Clock nets:
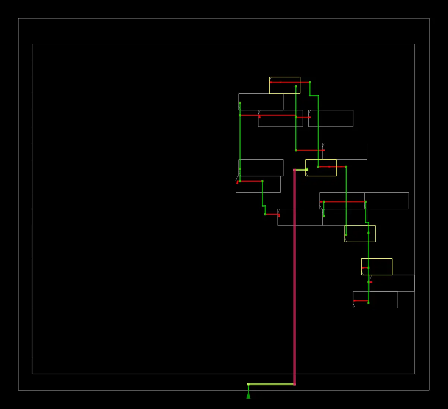
Sequential cells colored by netlist name:
The bar under the picture is 20 µm long. Other sequential cells in the stronger gray, the rest of the logic in the fainter gray.
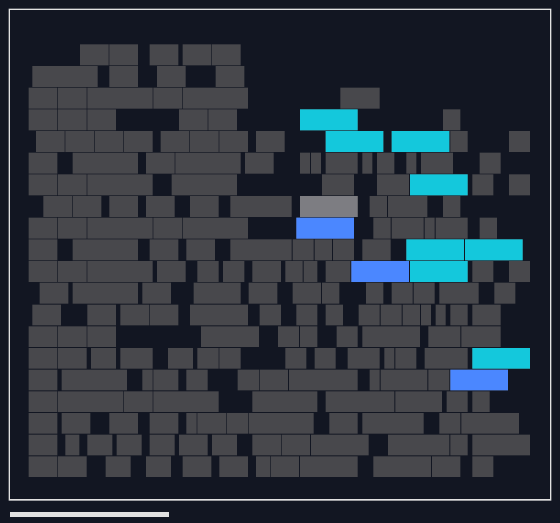
Wiring by layer:
Two of the layers only.
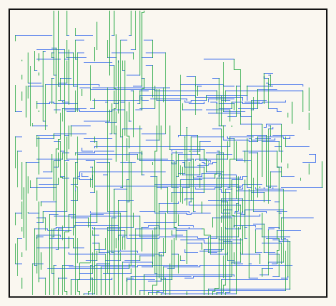
Port wiring:
The bar under the picture is 20 µm long.
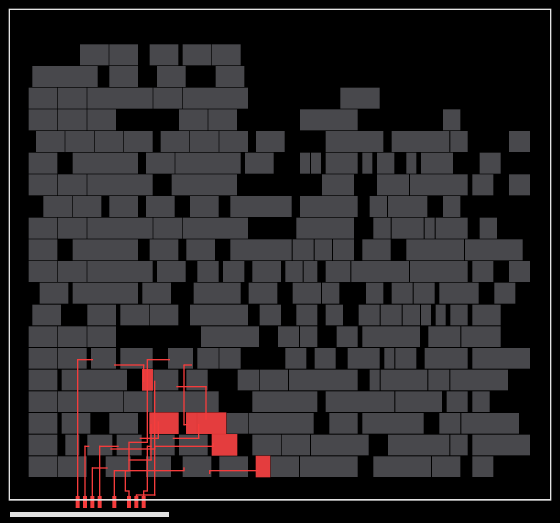
===== src/rtl/mux_stream_nto1.sv =====
// mux_stream_nto1: N-to-1 valid/ready stream mux with a registered output stage.
// Defining MUX_STREAM_RR_EN builds the round-robin arbiter selected by rr_mode.
module mux_stream_nto1 #(
  parameter int N = 8,
  parameter int W = 8,
  parameter int SW = $clog2(N)
) (
  input  logic            clk,
  input  logic            rst,
  input  logic [N-1:0]    in_valid,
  input  logic [N*W-1:0]  in_data,
  output logic [N-1:0]    in_ready,
  input  logic [SW-1:0]   sel,
  input  logic            rr_mode,
  output logic            out_valid,
  output logic [W-1:0]    out_data,
  output logic [SW-1:0]   out_ch,
  input  logic            out_ready
);
  localparam logic [SW:0]   NL   = N[SW:0];
  localparam logic [SW-1:0] LAST = SW'(N - 1);
  logic          load, fix_gv, gv, fire;
  logic [SW-1:0] g;
  logic [W-1:0]  d;
  assign load   = !out_valid || out_ready;
  assign fix_gv = ({1'b0, sel} < NL) && |(in_valid & (N'(1) << sel));
`ifdef MUX_STREAM_RR_EN
  logic [SW-1:0] ptr, rr_g, idx;
  logic          rr_gv;
  // Scan downward so the last hit is the channel closest after ptr.
  always_comb begin
    rr_gv = 1'b0;
    rr_g  = '0;
    idx   = '0;
    for (int i = N; i >= 1; i--) begin
      idx = SW'((int'(ptr) + i) % N);
      if (in_valid[idx]) begin
        rr_gv = 1'b1;
        rr_g  = idx;
      end
    end
  end
  assign g  = rr_mode ? rr_g : sel;
  assign gv = rr_mode ? rr_gv : fix_gv;
  always_ff @(posedge clk)
    ptr <= rst ? LAST : (rr_mode && fire) ? g : ptr;
`else
  logic unused_rr;
  assign unused_rr = rr_mode;
  assign g  = sel;
  assign gv = fix_gv;
`endif
  assign fire     = !rst && load && gv;
  assign in_ready = fire ? N'(1) << g : '0;
  always_comb begin
    d = '0;
    for (int k = 0; k < N; k++)
      if (g == SW'(k)) d = in_data[k*W +: W];
  end
  always_ff @(posedge clk) begin
    if (rst) begin
      out_valid <= 1'b0;
      out_data  <= '0;
      out_ch    <= '0;
    end else if (fire) begin
      out_valid <= 1'b1;
      out_data  <= d;
      out_ch    <= g;
    end else if (out_ready) begin
      out_valid <= 1'b0;
    end
  end
endmodule


===== config.mk =====
export PLATFORM = sky130hd
export DESIGN_NAME = mux_stream_nto1
export DESIGN_NICKNAME = d
export VERILOG_FILES = /design/src/rtl/mux_stream_nto1.sv
export SDC_FILE = /design/constraint.sdc
export NUM_CORES = 1
export LEC_CHECK = 0
export CORE_ASPECT_RATIO = 0.9
export CORE_MARGIN = 2
export CORE_UTILIZATION = 32
export CTS_CLUSTER_SIZE = 25
export DETAILED_ROUTE_END_ITERATION = 8
export PLACE_DENSITY = 0.8
export SLEW_MARGIN = 20
export SYNTH_ARGS = -nofsm -noshare
export SYNTH_HDL_FRONTEND = slang
export SYNTH_SLANG_ARGS = --single-unit

===== constraint.sdc =====
create_clock -name clk -period 3.1 [get_ports clk]
set_clock_uncertainty 0.05 [all_clocks]
set_input_delay 0.62 -clock clk [delete_from_list [all_inputs] [get_ports clk]]
set_output_delay 0.62 -clock clk [all_outputs]
set_load 0.1 [all_outputs]

==> changes_impl.md <==
## Implementation

- Status: completed
- Yosys top cell by area: mux4_2
- Top layer in use: met4
- HP Class: reg -> reg
- Met2 routed WL: between 2000 and 2500 µm
- # DRC: 0
- Core area: ~3400 µm²
- GRT overflow: 0
- Min Clock Period, post-route: around 3.1 ns
- Reg clk slew, reported paths: about 0.05 ns
- PD cells: ~330 nW/µm²
- Max FO, Critical Path: 6
- Setup TNS: 0 ns
- Die width: 67.8 µm
- Reg-to-Reg Start: out_valid$_SDFFE_PP0P_
- Sink of the worst hold path: out_ch[0]$_SDFFE_PP0P_
- Placed insts: 247
- Syn Inst Count: between 100 and 150
- Seq share, synth: 20.5%
- Fin cells: approximately 260
- Post-Syn Nets: 183
- Top cells by area: mux4_2 (33%), dfxtp_1 (21%), mux2i_1 (10%)
- Mapped Avg Cell Area: around 11 µm²
- Worst Setup SP: sel[2]
- Largest net degree at the start of global routing: 22
- Final hold viol count: 0
- Setup WS post-layout: 0.0383 ns
- CP required: 2.43 ns
- CTS tree: built
- Num rows: 20
- Post-Place Cell Area: between 2000 and 2500 µm²
- Hold depth: 2
- Post-synth ARST share: 0%
- Cell count listed in synth_stat.txt: approximately 100
- Total die size: roughly 4200 µm²
- Total power: 804 µW
- Layout Nets: 291
- Max Fclk: 0.327 GHz
- Ant diodes: 0
- Met1 wire length: 1650 µm
- Via-per-instance ratio: slightly above 5
- Leak: just under 0.001 µW
Back to the opening pictures, 'clock nets':
clk_buf instances: 4
Latency at later pin: 0.24 ns
Flops: 12
CTS Sinks: 12
Inserted Clock Buffers: 3

Back to the opening pictures, 'sequential cells colored by netlist name':
Key: out_data = cyan [flops 8]; out_ch = blue [flops 3]
Another 1 sequential cells are not colored.
Reg area: 240 µm²
sequential power: 181 µW
Finished Core Util: 71.9%

Back to the opening pictures, 'wiring by layer':
Key: M2 = green [wire length 2,190 µm]; M1 = blue [wire length 1,650 µm]
Routed wire per std cell: 16.8 µm
Via Count: 1,298
GRT Total Usage: 22.6%

Back to the opening pictures, 'port wiring':
Key: in_valid = red [bits 8, direction input, end cells 6, wire 158 µm]
IO buf count: 97
I/O pins: 99

-- timing repair --
item                       in CTS  in global routing
setup endpoints to repair       8                  2
pin swaps                       4                  3
setup buffers                   4                  0
resized                        12                  0
-- where the power goes --
part           switching (µW)  internal, µW
registers                9.30           172
clock network            53.3           112
logic                     247           210
-- cell type report --
type                            instances  area [µm²]
Timing Repair Buffer                  114        1140
Fill cell                             225         963
Multi-Input combinational cell         80         960
Sequential cell                        12         240
Clock buffer                            4        55.1
Tap cell                               44        55.1
Inverter                                1        16.3
-- critical path: stages --
cell and delay [ns]:
clkdlybuf4s15_2 0.24, mux2i_1 0.13, mux4_2 0.50, a21o_1 0.24, buf_6 0.16, nor4b_4 0.29
buf_12 0.22
-- layer usage --
layer | track usage (%) | vias up
met1 | 25.5 | 621
met3 | 5.12 | 4
met4 | 8.86 | 0
li1 | - | 612
met2 | 41.6 | 61
met5 | 0 | -
-- placed cells by master, fill, tap and decap left out, drive strengths merged, types with 4 or more instances in the layout --
| master | Yosys | final |
|---|---|---|
| buf | 8 | 38 |
| clkbuf | 3 | 4 |
| clkdlybuf4s50 | 0 | 67 |
| dfxtp | 12 | 12 |
| dlygate4sd2 | 0 | 8 |
| mux2 | 8 | 8 |
| mux2i | 12 | 12 |
| mux4 | 17 | 17 |
| nand2b | 7 | 7 |
| nor2 | 9 | 9 |
| nor2b | 9 | 9 |
| nor4 | 4 | 4 |
-- state kept, by name, indices dropped and copies added (netlist names) --
| register | flops |
|---|---|
| out_data | 8 |
| out_ch | 3 |
| out_valid | 1 |
-- cell families (layout without fill, tap and decap cells) --
logic type	count (synthesis)	count (layout)
AND-OR/OR-AND	5	5
buffers and inverters	12	119
flip-flops	12	12
multiplexers	37	37
AND/OR/NAND/NOR	38	38
Power and IR drop assume default switching activity.
